$ cat config.mk
export PLATFORM = sky130hd
export DESIGN_NAME = uart_rx_buffered
export DESIGN_NICKNAME = d
export VERILOG_FILES = /design/src/rtl/uart_rx_buffered.sv
export SDC_FILE = /design/constraint.sdc
export NUM_CORES = 1
export LEC_CHECK = 0
export ABC_AREA = 1
export CELL_PAD_IN_SITES_DETAIL_PLACEMENT = 0
export CELL_PAD_IN_SITES_GLOBAL_PLACEMENT = 1
export CORE_UTILIZATION = 40
export DETAILED_ROUTE_END_ITERATION = 10
export PLACE_DENSITY = 0.66
export SYNTH_ARGS = -nofsm -noshare
export SYNTH_HDL_FRONTEND = slang
export SYNTH_SLANG_ARGS = --single-unit
export TNS_END_PERCENT = 5
$ cat constraint.sdc
create_clock -name clk -period 2.9 [get_ports clk]
set_clock_uncertainty 0.2 [all_clocks]
set_input_delay 0.58 -clock clk [delete_from_list [all_inputs] [get_ports clk]]
set_output_delay 0.58 -clock clk [all_outputs]
set_load 0.005 [all_outputs]
$ cat src/rtl/uart_rx_buffered.sv
// uart_rx_buffered: 8N1 UART receiver with a first-word-fall-through receive FIFO.
// Ports:
//   clk        - rising-edge clock
//   reset      - asynchronous active-low reset
//   rx         - serial input, idle high, asynchronous to clk
//   data_out   - FIFO head byte, meaningful while rx_valid is high
//   rx_valid   - FIFO non-empty
//   rx_ready   - consumer takes the head byte this cycle
//   fifo_count - number of buffered bytes
//   rx_busy    - receiver is inside a frame or waiting for the line to go high
//   frame_err  - one-cycle pulse: stop bit sampled low
//   overrun    - one-cycle pulse: good byte dropped because the FIFO was full
module uart_rx_buffered #(
    parameter int unsigned CLK_PER_BIT = 10,
    parameter int unsigned FIFO_DEPTH  = 4
) (
    input  logic                          clk,
    input  logic                          reset,
    input  logic                          rx,
    output logic [7:0]                    data_out,
    output logic                          rx_valid,
    input  logic                          rx_ready,
    output logic [$clog2(FIFO_DEPTH):0]   fifo_count,
    output logic                          rx_busy,
    output logic                          frame_err,
    output logic                          overrun
);

    localparam int unsigned HALF = CLK_PER_BIT / 2;
    localparam int unsigned CW   = $clog2(CLK_PER_BIT);
    localparam int unsigned AW   = $clog2(FIFO_DEPTH);
    localparam int unsigned PW   = AW + 1;

    typedef enum logic [2:0] {
        S_IDLE,
        S_START,
        S_DATA,
        S_STOP,
        S_WAIT_HIGH
    } state_e;

    state_e         state_q, state_d;
    logic [1:0]     sync_q;
    logic           rx_s;
    logic [CW-1:0]  cnt_q, cnt_d;
    logic [2:0]     bit_q, bit_d;
    logic [7:0]     shift_q, shift_d;
    logic           good_c;
    logic           ferr_d;

    logic [7:0]     mem_q [FIFO_DEPTH];
    logic [PW-1:0]  wr_q, wr_d, rd_q, rd_d;
    logic           full_c, pop_c, push_c, ovr_d, valid_d;
    logic [7:0]     data_d;
    logic [PW-1:0]  count_d;

    // Two-flop synchroniser; flops reset to the idle (high) line level.
    always_ff @(posedge clk or negedge reset) begin
        if (!reset) begin
            sync_q <= 2'b11;
        end else begin
            sync_q <= {sync_q[0], rx};
        end
    end

    assign rx_s = sync_q[1];

    // Receive FSM next-state: start validation, mid-bit data sampling, stop check.
    always_comb begin
        state_d = state_q;
        cnt_d   = cnt_q + CW'(1);
        bit_d   = bit_q;
        shift_d = shift_q;
        good_c  = 1'b0;
        ferr_d  = 1'b0;
        case (state_q)
            S_IDLE: begin
                cnt_d = '0;
                if (!rx_s) state_d = S_START;
            end
            S_START: begin
                if (cnt_q == CW'(HALF - 1)) begin
                    cnt_d = '0;
                    if (rx_s) begin
                        state_d = S_IDLE;
                    end else begin
                        state_d = S_DATA;
                        bit_d   = '0;
                    end
                end
            end
            S_DATA: begin
                if (cnt_q == CW'(CLK_PER_BIT - 1)) begin
                    cnt_d          = '0;
                    shift_d[bit_q] = rx_s;
                    bit_d          = bit_q + 3'(1);
                    if (bit_q == 3'd7) state_d = S_STOP;
                end
            end
            S_STOP: begin
                if (cnt_q == CW'(CLK_PER_BIT - 1)) begin
                    cnt_d = '0;
                    if (rx_s) begin
                        good_c  = 1'b1;
                        state_d = S_IDLE;
                    end else begin
                        ferr_d  = 1'b1;
                        state_d = S_WAIT_HIGH;
                    end
                end
            end
            S_WAIT_HIGH: begin
                // Hold off until the line returns high so a break cannot retrigger.
                cnt_d = '0;
                if (rx_s) state_d = S_IDLE;
            end
            default: begin
                cnt_d   = '0;
                state_d = S_IDLE;
            end
        endcase
    end

    // FIFO control; a same-cycle pop frees the slot so a push into a full FIFO is accepted.
    always_comb begin
        full_c  = (wr_q[AW] != rd_q[AW]) && (wr_q[AW-1:0] == rd_q[AW-1:0]);
        pop_c   = rx_valid && rx_ready;
        push_c  = good_c && (!full_c || pop_c);
        ovr_d   = good_c && full_c && !pop_c;
        wr_d    = wr_q + PW'(push_c);
        rd_d    = rd_q + PW'(pop_c);
        valid_d = (wr_d != rd_d);
        count_d = wr_d - rd_d;
        // Next head byte: bypass the write when it lands in the slot being exposed.
        if (push_c && (wr_q[AW-1:0] == rd_d[AW-1:0])) begin
            data_d = shift_q;
        end else begin
            data_d = mem_q[rd_d[AW-1:0]];
        end
    end

    // FSM, datapath and registered outputs.
    always_ff @(posedge clk or negedge reset) begin
        if (!reset) begin
            state_q    <= S_IDLE;
            cnt_q      <= '0;
            bit_q      <= '0;
            shift_q    <= '0;
            wr_q       <= '0;
            rd_q       <= '0;
            data_out   <= '0;
            rx_valid   <= 1'b0;
            fifo_count <= '0;
            rx_busy    <= 1'b0;
            frame_err  <= 1'b0;
            overrun    <= 1'b0;
        end else begin
            state_q    <= state_d;
            cnt_q      <= cnt_d;
            bit_q      <= bit_d;
            shift_q    <= shift_d;
            wr_q       <= wr_d;
            rd_q       <= rd_d;
            data_out   <= data_d;
            rx_valid   <= valid_d;
            fifo_count <= count_d;
            rx_busy    <= (state_d != S_IDLE);
            frame_err  <= ferr_d;
            overrun    <= ovr_d;
        end
    end

    // FIFO storage; contents are don't-care until written.
    always_ff @(posedge clk) begin
        if (push_c) mem_q[wr_q[AW-1:0]] <= shift_q;
    end

endmodule

==> run_1/met2.png <==
Scale: 3 px per um. Cells faint in the background.
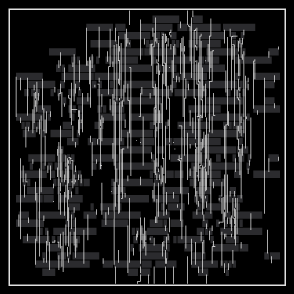
- wire length on this layer: 3070 um
- main direction: vertical
- share of all routed wire: 50%
total length of routed wires: 6209 um
total via count in the routed design: 2102
met2 demand-to-capacity share in global routing: 27.44%

==> run_1/gate_families.png <==
Scale: 4 px per um.
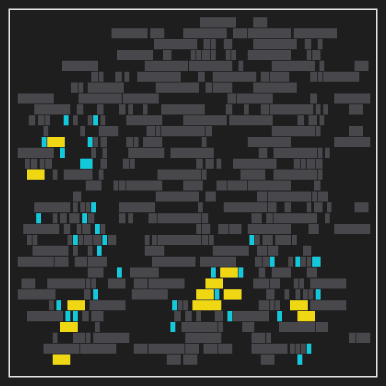
- yellow: adder and majority cells (cells 12; most used ha_1)
- cyan: inverters (cells 32; most used inv_1)
post-route insts no fill: 440
most frequently placed logic cell in the final layout: sky130_fd_sc_hd__nand2_1

==> impl_metrics.ini, run 1 <==
; physical design summary
[routing]
number_of_design_rule_violations_left_after_detail_routing = 0
routedWlPerCell_um = 14.11
met3WireLength_um = 280
route.detailed.vias_per_inst = 4.777
drt_pass1_iterations = 4
first_iter_violations = 90
dr_wl_met2_um = 3074
met1Wirelength_um = 2741

[cells_and_area]
fillerInstances = 734
final_util_pct = 49.21
drive_gt1_share_pct = 16.27
comb_area_um2 = 1041
area.sequential_um2 = 1989
layout-area-overhead-vs-synth_pct = 18.71

[synth]
ys_cells = 296
yosys.cell_count.top_type = sky130_fd_sc_hd__nand2_1
synthDominantAreaCellType = sky130_fd_sc_hd__dfrtp_1
seq_area_frac_synth_pct = 62.11
yosys_warnings = 0
synth.ff_latch_count = 73
syn_area_per_cell_um2 = 10.82
ys_top_cells_by_area = sky130_fd_sc_hd__dfrtp_1 (30%), sky130_fd_sc_hd__edfxtp_1 (30%), sky130_fd_sc_hd__nand2_1 (6.9%)
enable_flop_cells = 32
synthesis.area_um2 = 3203
postSynth.topFlopCell = sky130_fd_sc_hd__dfrtp_1
netlist.area_leader.share_pct = 30.47
synth.lib_cells_used.distinct = 33
synthesis.instances = 296
floorplan.nets = 312
async_set_or_reset_flop_fraction_in_the_synthesized_netlist_pct = 56.16
commonest_cells_in_the_netlist = sky130_fd_sc_hd__nand2_1 (59), sky130_fd_sc_hd__dfrtp_1 (39), sky130_fd_sc_hd__edfxtp_1 (32), sky130_fd_sc_hd__nor2_1 (32), sky130_fd_sc_hd__inv_1 (22)
synth_chip_area_um2 = 3203

[pwr]
irDropWorstVdd_mv = 0.3230
cellInternalPower_mw = 2.365
total_chip_power_mw = 3.542
share_seq_of_total_power_pct = 37.4
power.density_cell_area_nw_per_um2 = 931.6
power_switching_share_pct = 33.22
leakage_nw = 1.710
comb_power_share_pct = 36.3

[worst_setup_path]
critical_path_peak_fanout = 10
worst_ep_arrival_time_ns = 2.61
worst_path_dominant_cell_family = adder cells
critical_path.slowest_cell = sky130_fd_sc_hd__fa_1
critPathKind = reg -> reg
cpPeakStageDelay_ns = 0.43
worst-path-buf-inv = 4
cp.required_ns = 2.98

[clock_tree]
cts.hold.buffers_added = 1
htree_num_levels = 3
cts_resized = 0
cts.root.buffer_cell = sky130_fd_sc_hd__clkbuf_8
cts_tree = built
post_cts.repair.setup_buffers = 0
clk-insertion-delay-late_ns = 0.34
clkSinkCount = 73
ctsLongestPathBuffers = 2
cts_inserted_buffers = 9
path_clk_slew_ns = 0.08

[grt]
grt_pass1_vias = 2051
grt_start_max_net_pins = 34
globalRoute.totalOverflow = 0
first_pass_grt_wire_length_um = 10570
grt_util_met1_pct = 21.78
groute.layer.met3.usage_pct = 4.188
antenna_violations_before_repair = 0

[sta]
setup_violations = 0
fin_crit_share_pct = 87.11
setup-tns-final_ns = 0
finalWorstPathRequiredPeriod_ns = 2.526
holdWs_ns = 0.1573
report.final.hold_viol_count = 0
rsz0062_at_grt = no

[floorplanning]
fp.dieW_um = 91.49
placeableCoreArea_um2 = 7727
io_pins = 19
rows = 32
chipArea_um2 = 8370
chipHeight_um = 91.49
fp_util_pct = 41.45

[run_status]
run_status = finished clean

[placement]
place.detailed.instances = 423
placement.io_buffers = 18
place_hpwl_um = 4236
area_after_detailed_placement_um2 = 3558
place_congestion = 0.8019

[run]
timing.max_cap.violations = 0
stage_log_warnings = 29
==> run_1/drive_strength.png <==
Scale: 4 px per um.
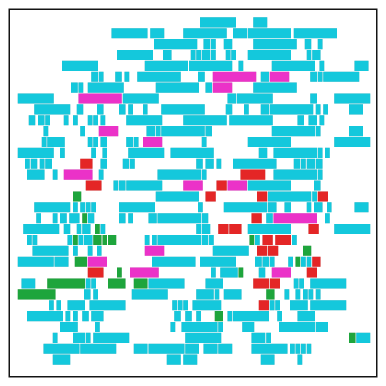
- red: drive 3 to 4 (cells 21; most used buf_4)
- green: drive 2 (cells 20; most used inv_2)
- cyan: drive 1 or less (cells 283; most used nand2_1)
- magenta: drive 6 and up (cells 14; most used clkbuf_8)
final instance area: 3802 um^2
count of non-CTS buffers in the layout: 32
post-route setup slack: 0.3740 ns

[run 1: flip-flops by register name (all words and copies together) (netlist names), 2 cells and up]
| name | cells |
|---|---|
| data_out | 8 |
| sync_q | 2 |
| shift_q | 8 |
| state_q | 3 |
| rd_q | 3 |
| bit_q | 3 |
| wr_q | 3 |
| fifo_count | 3 |
| cnt_q | 4 |
| mem_q | 32 |
[run 1: worst paths after layout]
check	start	to	slack (ns)	cells after the start
max reg2reg	cnt_q[1]$_DFF_PN0_	fifo_count[2]$_DFF_PN0_	0.37	13
max in group asynchronous	reset	sync_q[1]$_DFF_PN1_	1.35	3
min reg2reg	sync_q[0]$_DFF_PN1_	sync_q[1]$_DFF_PN1_	0.16	0
min in group asynchronous	reset	data_out[3]$_DFF_PN0_	0.42	2
min	sync_q[0]$_DFF_PN1_	sync_q[1]$_DFF_PN1_	0.16	0
max	cnt_q[1]$_DFF_PN0_	fifo_count[2]$_DFF_PN0_	0.37	13
[run 1: layout make-up]
class                   instances  area share [%]
inverters                      32           3.356
clock buffers                  10           3.356
flip-flops and latches         73           52.32
well taps                     102           3.356
clock inverters                 6           2.797
repair buffers                 32           7.437
multi-input cells             185           27.38
[run 1: logic make-up after synthesis]
| family | after synthesis | synth area share [%] |
|---|---|---|
| xor+xnor | 4 | 1.094 |
| simple gates | 133 | 20.35 |
| buf+inv | 38 | 5.391 |
| flops | 73 | 62.11 |
| fa+ha+maj | 12 | 4.922 |
| compound gates | 36 | 6.133 |
[run 1: power groups by stage]
stage | clock network (mW) | logic (mW) | registers, mW
4_1_cts | 0.960 | 1.32 | 1.33
2_1_floorplan | 0 | 0.819 | 1.34
3_5_place_dp | 0 | 1.31 | 1.35
5_1_grt | 1.00 | 1.49 | 1.34
6_report | 0.933 | 1.29 | 1.32
3_3_place_gp | 0 | 1.29 | 1.35
==> run 2: changes to the inputs <==
- CAP_MARGIN: not set -> 20
==> run_2/met2.png <==
Scale: 3 px per um. Cells faint in the background.
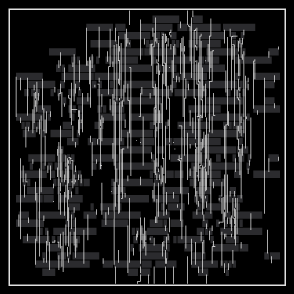

==> run_2/gate_families.png <==
Scale: 4 px per um.
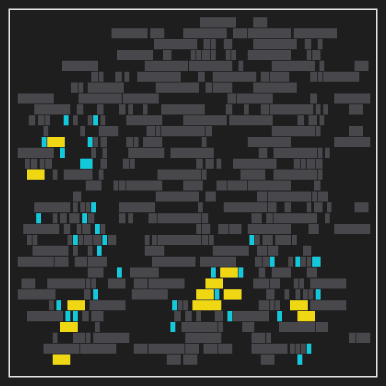
- yellow: adder and majority cells (cells 12; most used ha_1)
- cyan: inverters (cells 32; most used inv_1)
combinational share of cell area: 27.38%

==> run_2/drive_strength.png <==
Scale: 4 px per um.
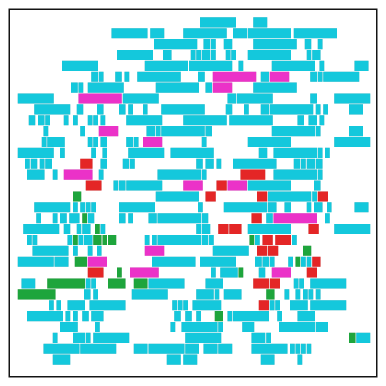
- magenta: drive 6 and up (cells 14; most used clkbuf_8)
- cyan: drive 1 or less (cells 283; most used nand2_1)
- green: drive 2 (cells 20; most used inv_2)
- red: drive 3 to 4 (cells 21; most used buf_4)
relative area change from synthesis to final layout: 18.71%

==> run 2 against run 1 <==
  * Power unchanged
  * Sequential share of layout area unchanged
  * Core utilization stayed put
  * Via count stayed put
  * Synthesized cell count stayed put
  * Die size unchanged
  * Sequential power hardly changed
  * Clock power is essentially flat
  * Non-clock buffer count unchanged
  * Global-route usage unchanged
  * Largest cell class unchanged
  * Highest routed layer unchanged
==> impl_metrics.ini, run 2 <==
; physical design summary
[cells_and_area]
final-instance-count-excl-fill = 440
max_ffs_per_register = 32
seq_share_pct = 52.32
nFlopsAndLatches = 73
most_frequently_placed_logic_cell_in_the_final_layout = sky130_fd_sc_hd__nand2_1
drive_gt1_share_pct = 16.27
fin_area_um2 = 3802
area_dominant_class = registers
layout.comb_gates.multi_input = 185
clock_buffers = 10
comb_area_um2 = 1041

[floorplanning]
io_pins = 19
floorplan.tapcells = 102
chipArea_um2 = 8370

[sta]
fin_crit_share_pct = 87.11
rsz0062_at_grt = no
finalWorstPathRequiredPeriod_ns = 2.526
report.final.hold_viol_count = 0
setup-tns-final_ns = 0

[pwr]
comb_power_share_pct = 36.3
flop_latch_power_mw = 1.32
powerComb_mw = 1.29
total_chip_power_mw = 3.542
power.density_cell_area_nw_per_um2 = 931.6
irDropWorstVdd_mv = 0.3230
power_switching_share_pct = 33.22
cellInternalPower_mw = 2.365

[clock_tree]
cts_inserted_buffers = 9
cts.hold.buffers_added = 1
ctsLongestPathBuffers = 2
cts_tree = built
clkSinkCount = 73
path_clk_slew_ns = 0.08
post_cts.repair.setup_buffers = 0

[synth]
netlist.area_leader.share_pct = 30.47
yosys.cell_count.top_type = sky130_fd_sc_hd__nand2_1
synth.ff_latch_count = 73
synthDominantAreaCellType = sky130_fd_sc_hd__dfrtp_1
synth_chip_area_um2 = 3203
synthesis.instances = 296
syn_area_per_cell_um2 = 10.82

[routing]
routedWlPerCell_um = 14.11
first_iter_violations = 90
wl_um = 6209
number_of_design_rule_violations_left_after_detail_routing = 0

[worst_setup_path]
setup.worst_path.start = cnt_q[1]$_DFF_PN0_
regToRegStartpoint = cnt_q[1]$_DFF_PN0_
worst_path_dominant_cell_family = adder cells
cpPeakStageDelay_ns = 0.43
critical_path_peak_fanout = 10
cp.required_ns = 2.98
critPathKind = reg -> reg

[placement]
place.detailed.instances = 423
place_congestion = 0.8019
placement.io_buffers = 18

[run]
timing.max_cap.violations = 0
stage_log_warnings = 29

[run_status]
run_status = finished clean

[hold_path]
hold_wc_startpoint = sync_q[0]$_DFF_PN1_
[run 2: cell counts in the layout (fill, tap and decap cells not counted)]
Identical to the previous run, type by type.
[run 2: metal layers]
layer  global-route usage, %  vias to the layer above  wire length, um
met1                   21.78                      993             2741
met4                   6.746                        0              112
met3                   4.188                        9              280
li1                        -                     1066                -
met2                   27.44                       34             3074
met5                       0                        -                0
[run 2: path summary, 6_finish.rpt]
path	slack, ns	endpoint	depth (start not counted)
max	0.37	fifo_count[2]$_DFF_PN0_	13
min	0.16	sync_q[1]$_DFF_PN1_	0
max reg2reg	0.37	fifo_count[2]$_DFF_PN0_	13
min reg2reg	0.16	sync_q[1]$_DFF_PN1_	0
max in group asynchronous	1.35	sync_q[1]$_DFF_PN1_	3
min in group asynchronous	0.42	data_out[3]$_DFF_PN0_	2
[run 2: worst reg2reg max path: stages (launching register included)]
cell	delay (ns)
sky130_fd_sc_hd__dfrtp_1	0.40
sky130_fd_sc_hd__inv_1	0.08
sky130_fd_sc_hd__ha_1	0.18
sky130_fd_sc_hd__nand4_2	0.20
sky130_fd_sc_hd__nor2_8	0.27
sky130_fd_sc_hd__nand2_4	0.10
sky130_fd_sc_hd__inv_2	0.05
sky130_fd_sc_hd__ha_1	0.13
sky130_fd_sc_hd__ha_1	0.16
sky130_fd_sc_hd__inv_1	0.06
sky130_fd_sc_hd__fa_1	0.43
sky130_fd_sc_hd__inv_1	0.06
sky130_fd_sc_hd__nand3_1	0.06
sky130_fd_sc_hd__nand2_1	0.07
[run 2: kinds of logic after synthesis]
group	after synthesis	share of synthesized area, %
and+or+nand+nor	133	20.35
adders and majority gates	12	4.922
xor gates and xnor gates	4	1.094
buffers and inverters	38	5.391
AOI/OAI and AO/OA	36	6.133
DFF	73	62.11
Power figures rest on the tool's default switching activity, not on a simulated workload.
